--- config.mk ---
export PLATFORM = sky130hd
export DESIGN_NAME = move_scheduler
export DESIGN_NICKNAME = d
export VERILOG_FILES = /design/src/rtl/cube_pkg.sv /design/src/rtl/move_fifo.sv /design/src/rtl/move_scheduler.sv
export SDC_FILE = /design/constraint.sdc
export NUM_CORES = 1
export LEC_CHECK = 0
export CELL_PAD_IN_SITES_DETAIL_PLACEMENT = 0
export CELL_PAD_IN_SITES_GLOBAL_PLACEMENT = 2
export CORE_UTILIZATION = 31
export CTS_CLUSTER_SIZE = 16
export DETAILED_ROUTE_END_ITERATION = 10
export GPL_TIMING_DRIVEN = 0
export PLACE_DENSITY = 0.67
export SYNTH_ARGS = -nofsm -noshare
export SYNTH_HDL_FRONTEND = slang
export SYNTH_HIERARCHICAL = 1
export SYNTH_SLANG_ARGS = --single-unit
--- constraint.sdc ---
create_clock -name clk -period 3.25 [get_ports clk]
set_input_delay 0.65 -clock clk [delete_from_list [all_inputs] [get_ports clk]]
set_output_delay 0.65 -clock clk [all_outputs]
set_load 0.02 [all_outputs]
--- src/rtl/cube_pkg.sv ---
// Shared cube move definitions: face codes, legal turn range, move payload,
// scheduler FSM states and the move legality check.
package cube_pkg;

    localparam int unsigned FACE_W = 6;
    localparam int unsigned ROT_W  = 3;
    localparam int unsigned MOVE_W = FACE_W + ROT_W;

    localparam logic [FACE_W-1:0] FACE_U = 6'd0;
    localparam logic [FACE_W-1:0] FACE_L = 6'd1;
    localparam logic [FACE_W-1:0] FACE_F = 6'd2;
    localparam logic [FACE_W-1:0] FACE_R = 6'd3;
    localparam logic [FACE_W-1:0] FACE_B = 6'd4;
    localparam logic [FACE_W-1:0] FACE_D = 6'd5;

    localparam logic [ROT_W-1:0] ROT_MIN = 3'd1;
    localparam logic [ROT_W-1:0] ROT_MAX = 3'd3;

    typedef enum logic [1:0] {
        ST_IDLE  = 2'd0,
        ST_ISSUE = 2'd1,
        ST_GAP   = 2'd2
    } state_t;

    typedef struct packed {
        logic [FACE_W-1:0] face;
        logic [ROT_W-1:0]  rot;
    } move_t;

    // A move is legal when it names a real face and turns it 1..3 quarters.
    function automatic logic move_legal(input move_t mv);
        return (mv.face <= FACE_D) && (mv.rot >= ROT_MIN) && (mv.rot <= ROT_MAX);
    endfunction

endpackage

--- src/rtl/move_fifo.sv ---
// Move queue between the requester arbiter and the issue FSM.
// Ports: clk/rst (async, active-high), flush empties the queue,
// push/din write, pop/dout read the head (dout is the current head),
// full/empty status. Pointers carry one extra wrap bit for full/empty.
module move_fifo
    import cube_pkg::*;
#(
    parameter int unsigned DEPTH = 8,
    parameter int unsigned WIDTH = MOVE_W
) (
    input  logic             clk,
    input  logic             rst,
    input  logic             flush,
    input  logic             push,
    input  logic [WIDTH-1:0] din,
    input  logic             pop,
    output logic [WIDTH-1:0] dout,
    output logic             full,
    output logic             empty
);

    localparam int unsigned AW = $clog2(DEPTH);
    localparam int unsigned PW = AW + 1;

    logic [WIDTH-1:0] mem [DEPTH];
    logic [PW-1:0]    wr_ptr;
    logic [PW-1:0]    rd_ptr;
    logic             do_pop;
    logic             do_push;

    assign empty   = (wr_ptr == rd_ptr);
    assign full    = (wr_ptr[AW-1:0] == rd_ptr[AW-1:0]) && (wr_ptr[AW] != rd_ptr[AW]);
    assign do_pop  = pop && !empty;
    // A push into a full queue is fine when the head leaves in the same cycle.
    assign do_push = push && (!full || do_pop);
    assign dout    = mem[rd_ptr[AW-1:0]];

    // Pointer update; flush wins over any concurrent push/pop.
    always_ff @(posedge clk or posedge rst) begin
        if (rst) begin
            wr_ptr <= '0;
            rd_ptr <= '0;
        end else if (flush) begin
            wr_ptr <= '0;
            rd_ptr <= '0;
        end else begin
            if (do_push) wr_ptr <= wr_ptr + PW'(1);
            if (do_pop)  rd_ptr <= rd_ptr + PW'(1);
        end
    end

    // Storage array, no reset needed.
    always_ff @(posedge clk) begin
        if (do_push && !flush) mem[wr_ptr[AW-1:0]] <= din;
    end

endmodule

--- src/rtl/move_scheduler.sv ---
// Cube move scheduler: arbitrates manual and auto move requests round-robin,
// queues legal moves, and issues one move per ISSUE cycle to the cube state
// block with a programmable idle gap between issues.
// Ports: clk, rst (async, active-high); m_*/a_* valid/face/rot/ready request
// handshakes; gap, pause, flush controls; nextFaceMove/nextRotation issued
// move (0/0 when no move); busy, sticky err, saturating move_cnt.
module move_scheduler
    import cube_pkg::*;
#(
    parameter int unsigned DEPTH = 8,
    parameter int unsigned CNT_W = 16
) (
    input  logic              clk,
    input  logic              rst,
    input  logic              m_valid,
    input  logic [FACE_W-1:0] m_face,
    input  logic [ROT_W-1:0]  m_rot,
    output logic              m_ready,
    input  logic              a_valid,
    input  logic [FACE_W-1:0] a_face,
    input  logic [ROT_W-1:0]  a_rot,
    output logic              a_ready,
    input  logic [3:0]        gap,
    input  logic              pause,
    input  logic              flush,
    output logic [FACE_W-1:0] nextFaceMove,
    output logic [ROT_W-1:0]  nextRotation,
    output logic              busy,
    output logic              err,
    output logic [CNT_W-1:0]  move_cnt
);

    state_t            state;
    logic [3:0]        gap_cnt;
    logic              prio_m;
    logic [FACE_W-1:0] face_q;
    logic [ROT_W-1:0]  rot_q;

    logic  full;
    logic  empty;
    logic  can_acc;
    logic  both_valid;
    logic  accept;
    logic  push;
    logic  pop;
    move_t acc_mv;
    move_t head;

    // Arbitration: a lone requester always wins; on contention prio_m decides.
    assign both_valid = m_valid && a_valid;
    assign can_acc    = !rst && !flush && !full;
    assign m_ready    = can_acc && m_valid && (!a_valid || prio_m);
    assign a_ready    = can_acc && a_valid && (!m_valid || !prio_m);
    assign accept     = m_ready || a_ready;
    assign acc_mv     = m_ready ? move_t'{face: m_face, rot: m_rot}
                                : move_t'{face: a_face, rot: a_rot};
    assign push       = accept && move_legal(acc_mv);
    assign pop        = (state == ST_IDLE) && !empty && !pause && !flush;

    assign busy         = !empty || (state != ST_IDLE);
    assign nextFaceMove = face_q;
    assign nextRotation = rot_q;

    move_fifo #(
        .DEPTH (DEPTH),
        .WIDTH (MOVE_W)
    ) u_fifo (
        .clk   (clk),
        .rst   (rst),
        .flush (flush),
        .push  (push),
        .din   (acc_mv),
        .pop   (pop),
        .dout  (head),
        .full  (full),
        .empty (empty)
    );

    // Issue FSM, arbiter priority, error flag and move counter.
    // The IDLE cycle before the next issue counts as one of the gap cycles,
    // so consecutive issues are spaced max(gap,1)+1 cycles apart.
    always_ff @(posedge clk or posedge rst) begin
        if (rst) begin
            state    <= ST_IDLE;
            gap_cnt  <= '0;
            prio_m   <= 1'b1;
            err      <= 1'b0;
            move_cnt <= '0;
            face_q   <= '0;
            rot_q    <= '0;
        end else begin
            face_q <= '0;
            rot_q  <= '0;
            if (both_valid && can_acc) prio_m <= !prio_m;
            if (accept && !move_legal(acc_mv)) err <= 1'b1;
            if (flush) begin
                state   <= ST_IDLE;
                gap_cnt <= '0;
            end else begin
                case (state)
                    ST_IDLE: begin
                        if (pop) begin
                            state  <= ST_ISSUE;
                            face_q <= head.face;
                            rot_q  <= head.rot;
                            if (move_cnt != {CNT_W{1'b1}}) move_cnt <= move_cnt + CNT_W'(1);
                        end
                    end
                    ST_ISSUE: begin
                        if (gap > 4'd1) begin
                            state   <= ST_GAP;
                            gap_cnt <= gap - 4'd1;
                        end else begin
                            state <= ST_IDLE;
                        end
                    end
                    ST_GAP: begin
                        if (gap_cnt <= 4'd1) begin
                            state   <= ST_IDLE;
                            gap_cnt <= '0;
                        end else begin
                            gap_cnt <= gap_cnt - 4'd1;
                        end
                    end
                    default: state <= ST_IDLE;
                endcase
            end
        end
    end

endmodule

==> results.toml, run 1 <==
# generated from flow reports
[synthesis]
top_cells_by_count = "edfxtp_1 (72), dfrtp_1 (40), nor2_1 (21), mux2_2 (18), mux4_2 (18)"
ys_cells = 362
syn_area_um2 = 5220
largest_area_cell = "edfxtp_1"
yosys_area_um2 = 5220

[global_routing]
grt_pass1_wl_um = 18800
grt_usage = 0.145
grt_max_degree = 34
overflow = 0

[detailed_routing]
vias_per_cell = 4.85

[flow_run]
drv_cap = 0

[timing]
layout_setup_ws_ps = 198
setup_viol = 0
hold_violations = 0
tns_ps = 0
fin_crit_sh = 0.939

[die]
fp_util = 0.316

[worst_setup_path]
critPathKind = "input pin to output pin"
required_ps = 2600

[run_status]
status = "completed"

[layout]
fill_cells = 1489
[run 1: where the power goes]
part	switching [uW]	internal [uW]
Sequential	21.4	1560
Combinational	94.0	85.9
Clock	684	977
Total	800	2630
[run 1: cell type report]
cell class | count | area share
flip-flops and latches | 113 | 0.460
multi-input cells | 220 | 0.291
repair buffers | 77 | 0.112
clock buffers | 17 | 0.0614
well taps | 220 | 0.0397
clock inverters | 15 | 0.0161
plain buffers | 14 | 0.0116
inverters | 14 | 0.00758
[run 1: flip-flops by register name, summed over array words and instances (netlist names)]
name / count
u_fifo/wr_ptr: 4
state: 2
gap_cnt: 4
u_fifo/rd_ptr: 4
nextFaceMove: 6
nextRotation: 3
move_cnt: 16
prio_m: 1
u_fifo/mem: 72
err: 1
[run 1: cell families (layout without fill, tap and decap cells)]
logic type / count (synthesis) / count (layout)
AOI/OAI and AO/OA: 36 / 36
xor gates and xnor gates: 21 / 21
adders and majority gates: 7 / 7
buffers and inverters: 29 / 137
DFF: 113 / 113
muxes: 42 / 42
and+or+nand+nor: 114 / 114
[run 1: layer usage]
metal | vias up | global-route usage | part of all wire
li1 | 1583 | - | -
met1 | 1674 | 0.185 | 0.45
met2 | 77 | 0.228 | 0.49
met3 | 14 | 0.0461 | 0.040
met4 | 0 | 0.0581 | 0.019
met5 | - | 0 | 0
[run 1: through the flow]
step | hold WS, ps | utilization | instance area (um2)
6_report | 505 | 0.419 | 6930
3_3_place_gp | 475 | 0.366 | 6050
2_1_floorplan | 466 | - | 5220
4_1_cts | 509 | 0.416 | 6870
3_5_place_dp | 496 | 0.367 | 6060
5_1_grt | 525 | 0.419 | 6930
[run 1: critical path, stage by stage]
cell             delay [ps]
clkdlybuf4s50_1         570
buf_6                   230
nor3_4                  220
nand3_2                 150
buf_6                   180
inv_1                    90
clkdlybuf4s15_1         300
[run 1: cell usage in the layout, fill, tap and decap left out, drive strengths merged, types with 6 or more instances in the layout]
cell type,n
mux4,18
clkinv,7
nand4,6
nand4b,6
nor3,13
nor4,9
edfxtp,72
mux2,19
a21oi,8
inv,19
nand2b,6
nand2,14
xor2,11
nand3,9
and3,11
o211ai,8
nor2,21
buf,28
dfrtp,40
clkbuf,24
xnor2,10
ha,7
clkdlybuf4s50,54
[run 1: repair_timing]
item / in CTS / in global routing
setup endpoints to repair: 74 / 75
hold buffers: 0 / 0
resized: 22 / 6
pin swaps: 9 / 5
gates cloned: 0 / 0
setup buffers: 15 / 6
[run 1: final timing paths]
| check | start | slack [ps] | end |
|---|---|---|---|
| setup / recovery | flush | 200 | m_ready |
| hold / removal | err$_DFFE_PP0P_ | 500 | err$_DFFE_PP0P_ |
| setup reg to reg | u_fifo/wr_ptr[2]$_DFFE_PP0P_ | 250 | u_fifo/mem[2][5]$_DFFE_PP_ |
| hold reg to reg | err$_DFFE_PP0P_ | 500 | err$_DFFE_PP0P_ |
| max in group asynchronous | rst | 1970 | nextRotation[2]$_DFF_PP0_ |
| min in group asynchronous | rst | 630 | u_fifo/wr_ptr[3]$_DFFE_PP0P_ |
Figure 1. Power grid (run 1).
Pins as bars on the die edge.
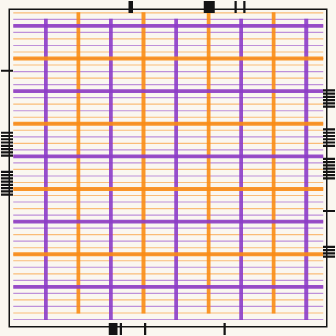
Key: purple = VSS; orange = VDD
48 met1 rails follow the rows. 9 straps on met4.
Die X: 132 um
Die Span Y: 132 um
Worst VDD drop: 393 uV
core footprint: 16,500 um2

Figure 2. Cells coloured by class (run 1).
The bar under the picture is 50 um long.
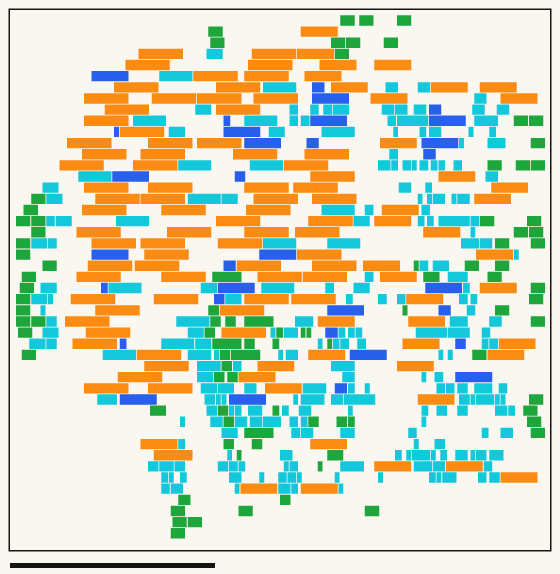
Key: orange = flops [cells 113, share of their area 48%]; green = other buffers and delay cells [cells 91, share of their area 13%]; blue = clock drivers and dummy loads [cells 32, share of their area 8.1%]; cyan = all other logic [cells 234, share of their area 31%]
flop share of the area: 0.460
row cnt: 47
Final Cell Area: 6930 um2

Figure 3. Clock distribution (run 1).
The bar under the picture is 50 um long.
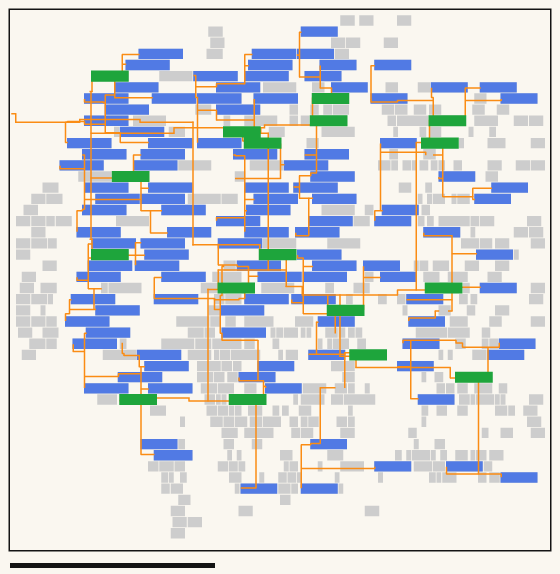
Key: orange = clock wires [length 1,470 um]; green = cells driving clock nets [count 17]; blue = flip-flops [count 113]
There are 18 routed clock nets.
clock group total power: 1660 uW
Clock power frac: 0.485
Worst-Skew Late Latency: 420 ps
setup skew after layout: 7.76 ps

Figure 4. Metal layers overlaid (run 1).
Only two layers are drawn.
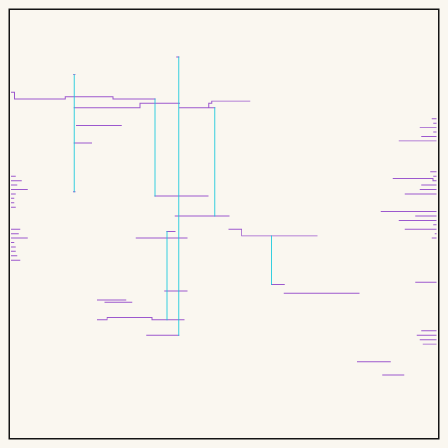
Key: cyan = met4 [wire length 227 um]; purple = met3 [wire length 472 um]
final wirelength: 11,800 um
WL per Instance: 17.1 um

==> run 2: changes to the inputs <==
--- a/config.mk
+++ b/config.mk
@@ -12,6 +12,7 @@
 export DETAILED_ROUTE_END_ITERATION = 10
 export GPL_TIMING_DRIVEN = 0
 export PLACE_DENSITY = 0.67
+export SLEW_MARGIN = 10
 export SYNTH_ARGS = -nofsm -noshare
 export SYNTH_HDL_FRONTEND = slang
 export SYNTH_HIERARCHICAL = 1
==> run 2 against run 1 <==
  * Die area is the same
  * Worst hold slack lost 5.4 ps
  * Non-clock buffer count shrank 3
  * Wire length shrank 1.1%
  * First-iteration DRC count shrank 15%
  * Worst setup slack lost 43 ps
  * Largest cell class unchanged
  * Clock-buffer cell count is the same
  * Clock power grew 5%
  * Critical path depth grew 5
  * Register-to-register slack lost 80 ps
  * Largest power group unchanged
  * Cell count shrank 0.43%
==> results.toml, run 2 <==
# generated from flow reports
[die]
core-area_um2 = 16500
die_w_um = 132
die_h_um = 132
rows = 47
fp_util = 0.316

[detailed_routing]
wl_um = 11700
vias_per_cell = 4.81
drt-wirelength-per-cell_um = 17.0
drc = 0
vias = 3306

[worst_setup_path]
required_ps = 3370
path_common_cell = "buf_4"
slowest_delay_ps = 560
crit_family = "buffers and inverters"
critPathKind = "input pin to register"
cp_cell_sequence = "clkdlybuf4s50_1 -> buf_6 -> nor3_4 -> nand3_2 -> buf_4 -> inv_1 -> o21a_1 -> nor2b_2 -> o211ai_1 -> buf_4 -> nor2_4 -> buf_4"
path_buffers = 6
cp_slowest_cell = "clkdlybuf4s50_1"

[synthesis]
ys_cells = 362
synth_top_area_share = 0.414
yosys_area_um2 = 5220
syn_area_um2 = 5220
top_cells_by_count = "edfxtp_1 (72), dfrtp_1 (40), nor2_1 (21), mux2_2 (18), mux4_2 (18)"
largest_area_cell = "edfxtp_1"

[flow_run]
drv_cap = 0

[layout]
final_common_cell = "edfxtp_1"
largest_register_ffs = 72
lay_top_cells = "edfxtp_1 (72), clkdlybuf4s50_1 (54), dfrtp_1 (40)"
fill_cells = 1511

[pwr]
seqPwrFrac = 0.453
powerDensity_nw_per_um2 = 506
switching_share = 0.227
pwr-share-comb = 0.050
p_sw_uw = 796
p_int_uw = 2700

[clock_network]
clock.latency.late_pin_ps = 420
cts.clk_slew.worst_paths_ps = 50

[global_routing]
grt_pass1_vias = 3409
grt_usage = 0.146
grt_pass1_wl_um = 18700
overflow = 0
grt_max_degree = 34

[timing]
fin_crit_sh = 0.952
hold_violations = 0
layout_setup_ws_ps = 155
setup_viol = 0
whs_ps = 499

[run_status]
status = "completed"
run 2: cell types whose count changed in the layout (fill, tap and decap cells not counted), sizes merged:
cell	delta
clkdlybuf4s15	-1
bufinv	+1
buf	-3
dlygate4sd2	+1
inv	-1
run 2: per-stage QoR:
step,setup TNS [ps],area (um2),utilization
5_1_grt,0,6910,0.418
4_1_cts,0,6870,0.416
2_1_floorplan,0,5220,-
6_report,0,6910,0.418
3_3_place_gp,-76100,6050,0.366
3_5_place_dp,-63070,6080,0.368
run 2: final timing paths:
| path | startpoint | endpoint | slack [ps] | depth (start not counted) |
|---|---|---|---|---|
| max reg2reg | u_fifo/wr_ptr[2]$_DFFE_PP0P_ | u_fifo/mem[7][0]$_DFFE_PP_ | 170 | 14 |
| max | flush | u_fifo/mem[7][0]$_DFFE_PP_ | 150 | 12 |
| min reg2reg | prio_m$_DFFE_PP1P_ | prio_m$_DFFE_PP1P_ | 500 | 1 |
| min in group asynchronous | rst | u_fifo/wr_ptr[3]$_DFFE_PP0P_ | 640 | 2 |
| min | prio_m$_DFFE_PP1P_ | prio_m$_DFFE_PP1P_ | 500 | 1 |
| max in group asynchronous | rst | move_cnt[9]$_DFFE_PP0P_ | 1960 | 2 |
run 2: logic make-up after synthesis:
group	after synthesis	share of synthesized area
adder cells (fa/ha/maj)	7	0.0168
flip-flops	113	0.611
XOR/XNOR	21	0.0352
AND/OR/NAND/NOR	114	0.136
multiplexers	42	0.129
AND-OR/OR-AND	36	0.0465
buffers and inverters	29	0.0249
run 2: what timing repair did:
| item | in CTS | in global routing |
|---|---|---|
| gates resized | 24 | 2 |
| setup buffers | 12 | 4 |
| pin swaps | 7 | 5 |
| hold endpoints to repair | 0 | 0 |
| hold buffers | 0 | 0 |
| endpoints found under the setup margin | 74 | 73 |
run 2: routing by layer:
layer,vias up,share of wire,global-route usage
met2,72,0.49,0.237
li1,1577,-,-
met1,1642,0.46,0.184
met4,0,0.015,0.0581
met3,15,0.034,0.0404
met5,-,0,0
run 2: layout make-up:
| class | count | share of cell area |
|---|---|---|
| sequential | 113 | 0.461 |
| multi-input combinational | 220 | 0.292 |
| timing repair buffer | 74 | 0.108 |
| clock buffer | 17 | 0.0615 |
| tap | 220 | 0.0398 |
| clock inverter | 15 | 0.0195 |
| buffer | 14 | 0.0110 |
| inverter | 14 | 0.00760 |
run 2: power groups by stage:
stage	registers, uW	logic (uW)	clock network [uW]
5_1_grt	1590	195	1850
3_3_place_gp	1610	173	0
2_1_floorplan	1620	75.7	0
6_report	1590	177	1740
4_1_cts	1590	181	1780
3_5_place_dp	1610	178	0
Figure 5. Power grid (run 2).
Pins as bars on the die edge.
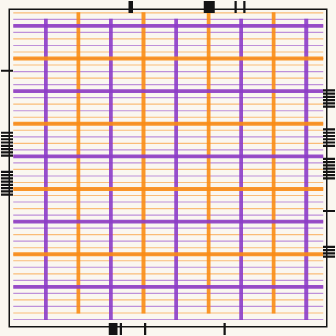
Key: orange = VDD; purple = VSS
The core has 47 rows. 9 straps on met4. 48 met1 rails follow the rows.
Worst VDD drop: 417 uV

Figure 6. Clock distribution (run 2).
The bar under the picture is 50 um long.
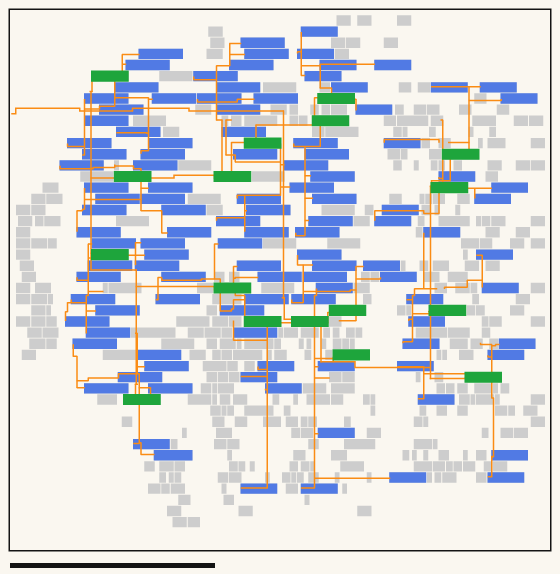
Key: blue = flip-flops [count 113]; orange = clock wires [length 1,510 um]; green = cells driving clock nets [count 17]
There are 18 routed clock nets.
setup skew after layout: 7.28 ps
Clock power frac: 0.496
clock group total power: 1740 uW

Power is estimated from default activity; no workload was simulated.
